==> run_1/clk_routes.png <==
Scale bar: 50 µm.
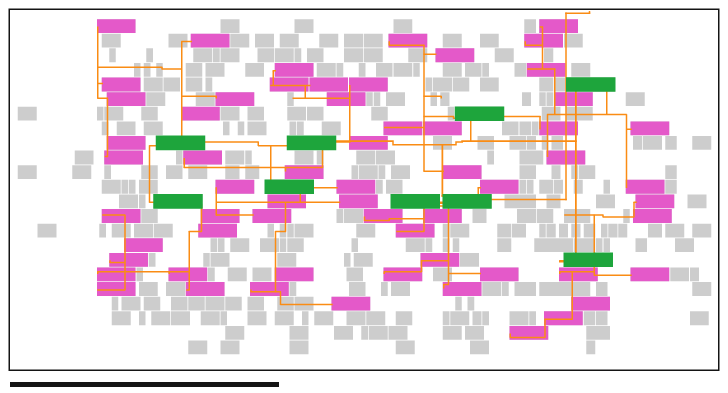
==> run_1/wires.png <==
Scale bar: 50 µm.
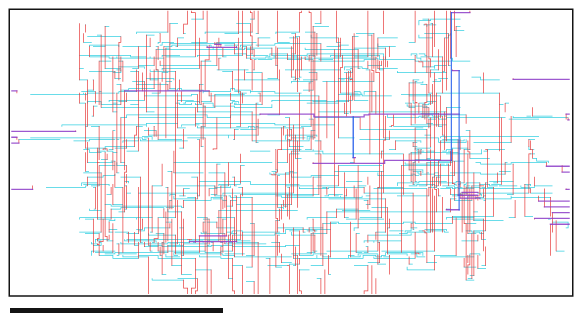
==> run_1/io_placement.png <==
Pins as bars across the die edge, other pins in grey.
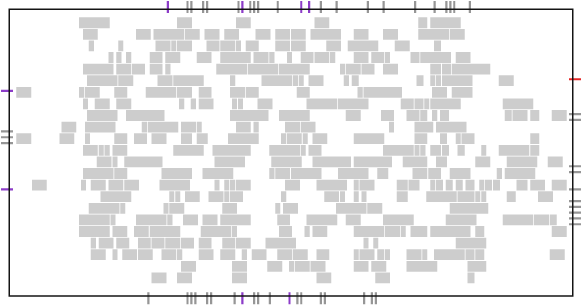
==> run_1/congestion.png <==
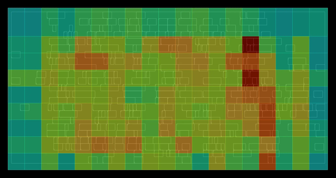
==> src/rtl/lpc_pkg.sv <==
// Shared definitions for the LPC register-write arbiter.
//   arb_state_t      : arbiter state, equal to the source committed in the
//                      previous cycle (IDLE = nothing committed)
//   LPC_REG_COUNT    : default number of implemented registers
//   LPC_STARVE_LIMIT : default bound on back-to-back LPC commits while an
//                      internal request waits
//   addr_in_range()  : true when an address hits an implemented register
package lpc_pkg;

  typedef enum logic [1:0] {
    IDLE = 2'd0,
    LPC  = 2'd1,
    INT  = 2'd2
  } arb_state_t;

  localparam int LPC_REG_COUNT    = 32;
  localparam int LPC_STARVE_LIMIT = 4;

  function automatic logic addr_in_range(input logic [7:0] addr, input int reg_count);
    return int'({24'd0, addr}) < reg_count;
  endfunction

endpackage

==> src/rtl/lpc_wr_fifo.sv <==
// Two-entry FIFO buffering host writes, each entry {addr, data}.
//   clk, rst_n : clock and synchronous active-low reset
//   push, din  : write an entry (ignored when full unless popping too)
//   pop, dout  : dout is the oldest entry; pop drops it (ignored when empty)
//   full/empty : occupancy flags
module lpc_wr_fifo (
  input  logic        clk,
  input  logic        rst_n,
  input  logic        push,
  input  logic        pop,
  input  logic [15:0] din,
  output logic [15:0] dout,
  output logic        full,
  output logic        empty
);

  logic [15:0] mem_q [2];
  logic [15:0] mem_d [2];
  logic        rd_ptr_q, rd_ptr_d;
  logic        wr_ptr_q, wr_ptr_d;
  logic [1:0]  count_q, count_d;
  logic        do_push, do_pop;

  assign empty = (count_q == 2'd0);
  assign full  = (count_q == 2'd2);
  assign dout  = mem_q[rd_ptr_q];

  // A push into a full FIFO is legal only alongside a pop; the slot being
  // written is then the one being read out this cycle.
  always_comb begin
    mem_d    = mem_q;
    rd_ptr_d = rd_ptr_q;
    wr_ptr_d = wr_ptr_q;
    count_d  = count_q;
    do_pop   = pop && !empty;
    do_push  = push && (!full || do_pop);
    if (do_push) begin
      mem_d[wr_ptr_q] = din;
      wr_ptr_d        = !wr_ptr_q;
    end
    if (do_pop) begin
      rd_ptr_d = !rd_ptr_q;
    end
    case ({do_push, do_pop})
      2'b10:   count_d = count_q + 2'd1;
      2'b01:   count_d = count_q - 2'd1;
      default: count_d = count_q;
    endcase
  end

  always_ff @(posedge clk) begin
    if (!rst_n) begin
      mem_q[0] <= '0;
      mem_q[1] <= '0;
      rd_ptr_q <= 1'b0;
      wr_ptr_q <= 1'b0;
      count_q  <= 2'd0;
    end else begin
      mem_q    <= mem_d;
      rd_ptr_q <= rd_ptr_d;
      wr_ptr_q <= wr_ptr_d;
      count_q  <= count_d;
    end
  end

endmodule

==> src/rtl/lpc_reg_arb.sv <==
// Arbitrates register-file writes between the LPC host and one internal
// requester. Host writes are never stalled: they are buffered in a 2-entry
// FIFO (or committed straight through when the FIFO is empty). The internal
// requester is guaranteed service after at most STARVE_LIMIT LPC commits.
//   LpcClock, PciReset      : clock, synchronous active-low reset
//   LpcWr/LpcAddr/LpcData   : host write strobe, address, data
//   IntReq/IntAddr/IntData  : internal request (held until IntGnt)
//   OvrClr                  : clears LpcOverrun
//   IntGnt/IntErr           : internal completion pulse / bad-address flag
//   RegWr/RegAddr/RegData   : registered register-file write port
//   Owner                   : source of the last commit (0 LPC, 1 internal)
//   LpcOverrun              : sticky "host write dropped" flag
module lpc_reg_arb
  import lpc_pkg::*;
#(
  parameter int STARVE_LIMIT = LPC_STARVE_LIMIT,
  parameter int REG_COUNT    = LPC_REG_COUNT
) (
  input  logic       LpcClock,
  input  logic       PciReset,
  input  logic       LpcWr,
  input  logic [7:0] LpcAddr,
  input  logic [7:0] LpcData,
  input  logic       IntReq,
  input  logic [7:0] IntAddr,
  input  logic [7:0] IntData,
  input  logic       OvrClr,
  output logic       IntGnt,
  output logic       IntErr,
  output logic       RegWr,
  output logic [7:0] RegAddr,
  output logic [7:0] RegData,
  output logic       Owner,
  output logic       LpcOverrun
);

  localparam logic [2:0] STREAK_MAX = 3'(STARVE_LIMIT);

  arb_state_t  state_q, state_d;
  logic [2:0]  streak_q, streak_d;
  logic        reg_wr_q, reg_wr_d;
  logic [7:0]  reg_addr_q, reg_addr_d;
  logic [7:0]  reg_data_q, reg_data_d;
  logic        int_gnt_q, int_gnt_d;
  logic        int_err_q, int_err_d;
  logic        owner_q, owner_d;
  logic        overrun_q, overrun_d;

  logic        fifo_push, fifo_pop, fifo_full, fifo_empty;
  logic [15:0] fifo_dout;
  logic        int_pending, lpc_avail, take_lpc, take_int;
  logic [7:0]  head_addr, head_data;

  lpc_wr_fifo u_fifo (
    .clk   (LpcClock),
    .rst_n (PciReset),
    .push  (fifo_push),
    .pop   (fifo_pop),
    .din   ({LpcAddr, LpcData}),
    .dout  (fifo_dout),
    .full  (fifo_full),
    .empty (fifo_empty)
  );

  // The requester still holds IntReq during its grant cycle; that stale
  // level must not be seen as a second request.
  assign int_pending = IntReq && (state_q != INT);

  // An empty FIFO falls through to the live host write so a lone write
  // commits on the very next edge.
  assign lpc_avail = !fifo_empty || LpcWr;
  assign head_addr = fifo_empty ? LpcAddr : fifo_dout[15:8];
  assign head_data = fifo_empty ? LpcData : fifo_dout[7:0];

  assign take_lpc = lpc_avail && (!int_pending || (streak_q < STREAK_MAX));
  assign take_int = !take_lpc && int_pending;

  // Next-state, commit selection, FIFO control and overrun tracking.
  always_comb begin
    state_d    = IDLE;
    streak_d   = streak_q;
    reg_wr_d   = 1'b0;
    reg_addr_d = reg_addr_q;
    reg_data_d = reg_data_q;
    int_gnt_d  = 1'b0;
    int_err_d  = 1'b0;
    owner_d    = owner_q;
    overrun_d  = overrun_q;
    fifo_pop   = 1'b0;
    fifo_push  = 1'b0;

    if (take_lpc) begin
      state_d  = LPC;
      owner_d  = 1'b0;
      fifo_pop = !fifo_empty;
      if (addr_in_range(head_addr, REG_COUNT)) begin
        reg_wr_d   = 1'b1;
        reg_addr_d = head_addr;
        reg_data_d = head_data;
      end
      if (int_pending && (streak_q < STREAK_MAX)) begin
        streak_d = streak_q + 3'd1;
      end
    end else if (take_int) begin
      state_d   = INT;
      owner_d   = 1'b1;
      int_gnt_d = 1'b1;
      streak_d  = 3'd0;
      if (addr_in_range(IntAddr, REG_COUNT)) begin
        reg_wr_d   = 1'b1;
        reg_addr_d = IntAddr;
        reg_data_d = IntData;
      end else begin
        int_err_d = 1'b1;
      end
    end

    if (!int_pending) begin
      streak_d = 3'd0;
    end

    // A host write consumed by the fall-through path is not also queued.
    fifo_push = LpcWr && !(take_lpc && fifo_empty) && (!fifo_full || fifo_pop);

    if (LpcWr && fifo_full && !fifo_pop) begin
      overrun_d = 1'b1;
    end else if (OvrClr) begin
      overrun_d = 1'b0;
    end
  end

  always_ff @(posedge LpcClock) begin
    if (!PciReset) begin
      state_q    <= IDLE;
      streak_q   <= 3'd0;
      reg_wr_q   <= 1'b0;
      reg_addr_q <= 8'd0;
      reg_data_q <= 8'd0;
      int_gnt_q  <= 1'b0;
      int_err_q  <= 1'b0;
      owner_q    <= 1'b0;
      overrun_q  <= 1'b0;
    end else begin
      state_q    <= state_d;
      streak_q   <= streak_d;
      reg_wr_q   <= reg_wr_d;
      reg_addr_q <= reg_addr_d;
      reg_data_q <= reg_data_d;
      int_gnt_q  <= int_gnt_d;
      int_err_q  <= int_err_d;
      owner_q    <= owner_d;
      overrun_q  <= overrun_d;
    end
  end

  assign RegWr      = reg_wr_q;
  assign RegAddr    = reg_addr_q;
  assign RegData    = reg_data_q;
  assign IntGnt     = int_gnt_q;
  assign IntErr     = int_err_q;
  assign Owner      = owner_q;
  assign LpcOverrun = overrun_q;

endmodule

==> config.mk <==
export PLATFORM = sky130hd
export DESIGN_NAME = lpc_reg_arb
export DESIGN_NICKNAME = d
export VERILOG_FILES = /design/src/rtl/lpc_pkg.sv /design/src/rtl/lpc_wr_fifo.sv /design/src/rtl/lpc_reg_arb.sv
export SDC_FILE = /design/constraint.sdc
export NUM_CORES = 1
export LEC_CHECK = 0
export CELL_PAD_IN_SITES_DETAIL_PLACEMENT = 0
export CELL_PAD_IN_SITES_GLOBAL_PLACEMENT = 2
export CORE_ASPECT_RATIO = 0.5
export CORE_UTILIZATION = 33
export DETAILED_ROUTE_END_ITERATION = 10
export PLACE_DENSITY = 0.83
export REMOVE_ABC_BUFFERS = 1
export SYNTH_ARGS = -nofsm -noshare
export SYNTH_HDL_FRONTEND = slang
export SYNTH_SLANG_ARGS = --single-unit
export TNS_END_PERCENT = 1
==> constraint.sdc <==
create_clock -name LpcClock -period 3.86 [get_ports LpcClock]
set_input_delay 0.965 -clock LpcClock [delete_from_list [all_inputs] [get_ports LpcClock]]
set_output_delay 0.965 -clock LpcClock [all_outputs]
set_load 0.1 [all_outputs]
==> job_summary.md, run 1 <==
### Metrics collected by this job

| Metric | Value |
|---|---|
| Clock transition at the registers of the reported paths | 0.05 ns |
| TritonRoute pass-1 iters | 4 |
| CP max stage delay | 1.00 ns |
| Post_cts resized | 0 |
| Detail Route Antenna Nets | 0 |
| CTS Buffer Depth | 2 |
| Register Area | 1220 µm² |
| Dominant Register Cell | dfxtp_1 |
| Syn_area_per_cell | 9.65 µm² |
| Area Overhead vs Synth | 33.0% |
| Number of warnings in the stage logs | 25 |
| Synth mux share | 0.209 |
| Unrepaired setup endpoints after global routing | false |
| Clock power frac | 0.238 |
| WL final | 6770 µm |
| Post-cts hold buffer count | 0 |
| GRT overflow | 0 |
| Gate power share | 0.479 |
| Worst Path Class, Setup | input pin to flip-flop |
| FFs w/ async S/R, synth | 0 |
| Req. time, crit path | 4.10 ns |
| Layer with the highest usage | met2 |
| Cells after Synth | 288 |
| XOR/XNOR share of the synthesized area | 0.00945 |
| Hold path cells | 1 |
| Power density over the cells | 821 nW/µm² |
| Core Footprint | 8090 µm² |
| Post-synthesis chip area from yosys | 2780 µm² |
| Chip area | 8820 µm² |
| Met3 Usage GRT | 0.0518 |
| Vias/cell | 4.96 |
| Vias in the first global route | 2193 |
| Yosys warns | 0 |
| Final setup fails | 0 |
| Status | completed |
| Post-layout nets | 379 |
| Adder share | 0.00900 |
| Dpl hpwl | 4510 µm |
| Crit path capture type | flip-flop |
| Clock skew | 0.00293 ns |
-- clk_routes.png (at the start) --
flip-flops: marked magenta, count 61. clock drivers: marked green, count 9. clock wires: marked orange, length 790 µm.
Position of the flops: widely spread. There are 10 routed clock nets.

-- wires.png (at the start) --
metal 4: marked blue, wire length 76.8 µm. metal 3: marked purple, wire length 223 µm. metal 1: marked cyan, wire length 3340 µm. metal 2: marked red, wire length 3130 µm.

-- io_placement.png (at the start) --
`RegWr`: marked red, pins 1, direction output, edge east. `LpcData`: marked purple, pins 8, direction input, edge 4 north, 2 west, 2 south.
All pins by edge: 23 north, 19 south, 11 east, 5 west.

-- congestion.png (at the start) --
gr usage total: 0.165
utilization after layout: 0.457
GR Layer Usage met2: 0.274
average wire per standard cell: 14.8 µm

-- run 1: registers in the layout (all words and copies together), names as in the netlist --
register         flops
u_fifo.mem_q        32
u_fifo.count_q       2
RegAddr              8
LpcOverrun           1
RegData              8
u_fifo.wr_ptr_q      1
u_fifo.rd_ptr_q      1
state_q              2
IntErr               1
RegWr                1
Owner                1
streak_q             3
-- run 1: power by group through the flow --
stage	logic [mW]	registers, mW	clock network [mW]
floorplan	0.589	1.37	0
global route	1.54	0.878	0.777
detailed placement	1.46	0.872	0
global placement	1.44	0.868	0
finish	1.45	0.861	0.721
CTS	1.46	0.860	0.743
-- run 1: worst paths after layout --
path,from,endpoint,slack (ns)
worst max-delay path,IntReq,RegAddr[4],0.90
worst min-delay path,streak_q[0],streak_q[0],0.43
worst max register to register,u_fifo.count_q[0],RegAddr[4],1.58
worst min register to register,streak_q[0],streak_q[0],0.43
-- run 1: stage by stage --
| stage | worst slack, ns | instances | cell area, µm² | hold WS (ns) |
|---|---|---|---|---|
| after floorplan | -0.755 | 265 | 2660 | 0.407 |
| after global placement | 0.682 | 441 | 3430 | 0.418 |
| after detailed placement | 0.599 | 441 | 3430 | 0.428 |
| after CTS | 0.918 | 457 | 3700 | 0.435 |
| after global routing | 0.789 | 457 | 3700 | 0.472 |
| final | 0.897 | 457 | 3700 | 0.428 |
-- run 1: area by class of cell --
class / instances / share of cell area
inverter: 3 / 0.00304
clock inverter: 1 / 0.00135
sequential: 61 / 0.330
clock buffer: 15 / 0.0724
tap: 112 / 0.0379
multi-input combinational: 201 / 0.388
timing repair buffer: 64 / 0.167
-- run 1: critical path: cells and delay by family --
| family | cells | cell delay (ns) |
|---|---|---|
| mux | 1 | 0.28 |
| compound gates | 2 | 1.14 |
| simple gates | 1 | 0.27 |
| buf+inv | 1 | 0.55 |
-- run 1: cell usage after synthesis (2+ instances only) --
| cell | n | share of area |
|---|---|---|
| nor2_1 | 9 | 0.012 |
| ha_1 | 2 | 0.0090 |
| and2_1 | 3 | 0.0068 |
| buf_4 | 2 | 0.0054 |
| clkbuf_1 | 15 | 0.020 |
| a2bb2oi_1 | 13 | 0.041 |
| nand2b_1 | 2 | 0.0045 |
| inv_1 | 2 | 0.0027 |
| o221ai_1 | 13 | 0.041 |
| buf_6 | 3 | 0.012 |
| a21oi_1 | 5 | 0.0090 |
| mux2i_1 | 58 | 0.21 |
| dfxtp_1 | 61 | 0.44 |
| buf_2 | 3 | 0.0054 |
| o21ai_0 | 3 | 0.0054 |
| nor3_1 | 6 | 0.011 |
| xor2_1 | 2 | 0.0063 |
| and3_1 | 3 | 0.0068 |
| nand2_1 | 63 | 0.085 |
| nor2b_1 | 2 | 0.0045 |
-- run 1: layout by cell type (no fill, tap or decap), drive strengths merged, types with 2 or more instances in the layout --
cell type      count
o221ai            13
mux2i             58
o21ai              3
a2bb2oi           13
xor2               2
nor3               6
clkinv             2
clkdlybuf4s50     56
inv                2
a21oi              5
nand2             63
nor2               9
and3               3
ha                 2
buf                8
nor2b              2
dfxtp             61
clkbuf            15
and2               3
nand2b             2
-- run 1: metal layers --
metal  vias up  wire length (µm)
met5         -                 0
li1       1140                 -
met3         7               223
met1      1077              3340
met4         0                76
met2        41              3130
==> run 2: changes to the inputs <==
--- a/config.mk
+++ b/config.mk
@@ -8,9 +8,9 @@
 export CELL_PAD_IN_SITES_DETAIL_PLACEMENT = 0
 export CELL_PAD_IN_SITES_GLOBAL_PLACEMENT = 2
 export CORE_ASPECT_RATIO = 0.5
-export CORE_UTILIZATION = 33
+export CORE_UTILIZATION = 28
 export DETAILED_ROUTE_END_ITERATION = 10
-export PLACE_DENSITY = 0.83
+export PLACE_DENSITY = 0.75
 export REMOVE_ABC_BUFFERS = 1
 export SYNTH_ARGS = -nofsm -noshare
 export SYNTH_HDL_FRONTEND = slang
==> constraint.sdc (replaced) <==
create_clock -name LpcClock -period 2.5 [get_ports LpcClock]
set_input_delay 0.625 -clock LpcClock [delete_from_list [all_inputs] [get_ports LpcClock]]
set_output_delay 0.625 -clock LpcClock [all_outputs]
set_load 0.1 [all_outputs]
==> run 2 against run 1 <==
Synthesized cell count unchanged. Combinational power increased by 68%. Via count increased by 1.3%. Clock power increased by 87%. Cell count increased by 7.9%. First-iteration DRC count decreased by 43%. Core utilization decreased by 5.1 points. Setup slack got worse by 0.73 ns. Register-to-register slack got worse by 1.1 ns. Power increased by 67%. Non-clock buffer count increased by 13. Critical endpoint is now u_fifo.count_q[1].
==> job_summary.md, run 2 <==
### Metrics collected by this job

| Metric | Value |
|---|---|
| Dpl hpwl | 4750 µm |
| CTS Buffer Depth | 2 |
| Cells after Synth | 288 |
| Average wire per standard cell | 14.1 µm |
| Min Hold Slack | 0.440 ns |
| Biggest register | u_fifo.mem_q |
| Post-layout nets | 392 |
| Post-route design area | 3880 µm² |
| R2R Path Start | streak_q[2] |
| Post-cts hold buffer count | 0 |
| Top cells by area, synth | dfxtp_1 44%, mux2i_1 21%, nand2_1 8.5% |
| CP startpoint | IntReq |
| Dominant Register Cell | dfxtp_1 |
| Syn_area_per_cell | 9.65 µm² |
| Status | completed |
| TritonRoute pass-1 iters | 4 |
| Yosys top cell by instances | nand2_1 |
| Yosys warns | 0 |
| Req. time, crit path | 2.75 ns |
| Post-synthesis chip area from yosys | 2780 µm² |
| Hold Startpoint | streak_q[0] |
| Final setup fails | 0 |
| Largest register FFs | 32 |
| Chip area | 10400 µm² |
| WL final | 6940 µm |
[run 2: layout make-up]
cell class | count | share of cell area
repair buffers | 77 | 0.184
clock inverters | 4 | 0.0181
flip-flops and latches | 61 | 0.315
inverters | 3 | 0.00290
multi-input cells | 201 | 0.371
well taps | 135 | 0.0435
clock buffers | 12 | 0.0661
[run 2: logic make-up after synthesis]
group | count (synthesis) | share of synthesized area
AND/OR/NAND/NOR | 95 | 0.151
XOR/XNOR | 3 | 0.00945
flip-flops | 61 | 0.439
buffers and inverters | 26 | 0.0472
adder cells (fa/ha/maj) | 2 | 0.00900
multiplexers | 58 | 0.209
AND-OR/OR-AND | 43 | 0.135
[run 2: per-layer routing]
layer  routed length [µm]  vias to the layer above  track usage
met5                    0                        -            0
met4                   83                        0       0.0573
met3                  226                        9       0.0495
met2                 3200                       28        0.236
met1                 3430                     1103        0.180
li1                     -                     1154            -
[run 2: power groups by stage]
stage | Sequential (mW) | Combinational [mW] | Clock [mW]
2_1_floorplan | 2.12 | 0.909 | 0
3_3_place_gp | 1.32 | 2.33 | 0
3_5_place_dp | 1.32 | 2.37 | 0
4_1_cts | 1.31 | 2.44 | 1.39
5_1_grt | 1.34 | 2.56 | 1.44
6_report | 1.30 | 2.43 | 1.35
[run 2: how the worst min path moves through the flow]
stage / end / slack (ns) / cells after the start
global route: streak_q[0] / 0.47 / 1
finish: streak_q[0] / 0.44 / 1
detailed placement: streak_q[0] / 0.44 / 1
floorplan: streak_q[0] / 0.41 / 1
CTS: streak_q[0] / 0.45 / 1
global placement: streak_q[0] / 0.42 / 1
[run 2: critical path, cell delays in order]
cell and delay (ns):
clkdlybuf4s50_1 0.49, and2_1 0.25, a21boi_0 0.17, o31ai_2 0.26, ha_1 0.29, or3_1 0.37, a21oi_1 0.13
[run 2: timing repair]
item	in CTS	in global routing
setup endpoints to repair	3	1
buffers inserted	2	0
resized	0	1
pin swaps	1	0
[run 2: stage by stage]
stage | cells | util
finish | 493 | 0.407
global route | 493 | 0.407
CTS | 493 | 0.406
detailed placement | 475 | 0.369
global placement | 475 | 0.369
floorplan | 265 | -
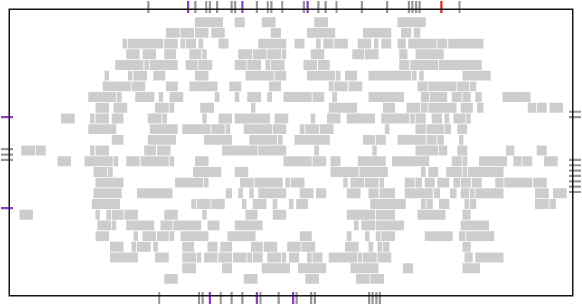
(run_2/io_placement.png)
Pins as bars across the die edge, other pins in grey.
`LpcData`: marked purple, pins 8, direction input, edge 3 south, 3 north, 2 west. `RegWr`: marked red, pins 1, direction output, edge north.
All pins by edge: 26 north, 18 south, 9 east, 5 west.

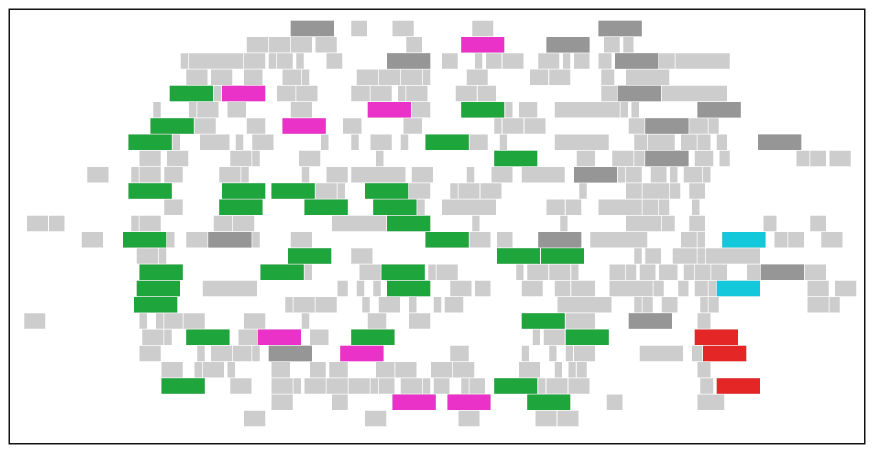
(run_2/flops_by_reg.png)
`streak_q`: marked red, sequential cells 3. `u_fifo.mem_q`: marked green, sequential cells 32. `state_q`: marked cyan, sequential cells 2. `RegData`: marked magenta, sequential cells 8.
Another 16 sequential cells are not coloured.

Power and IR drop assume default switching activity.
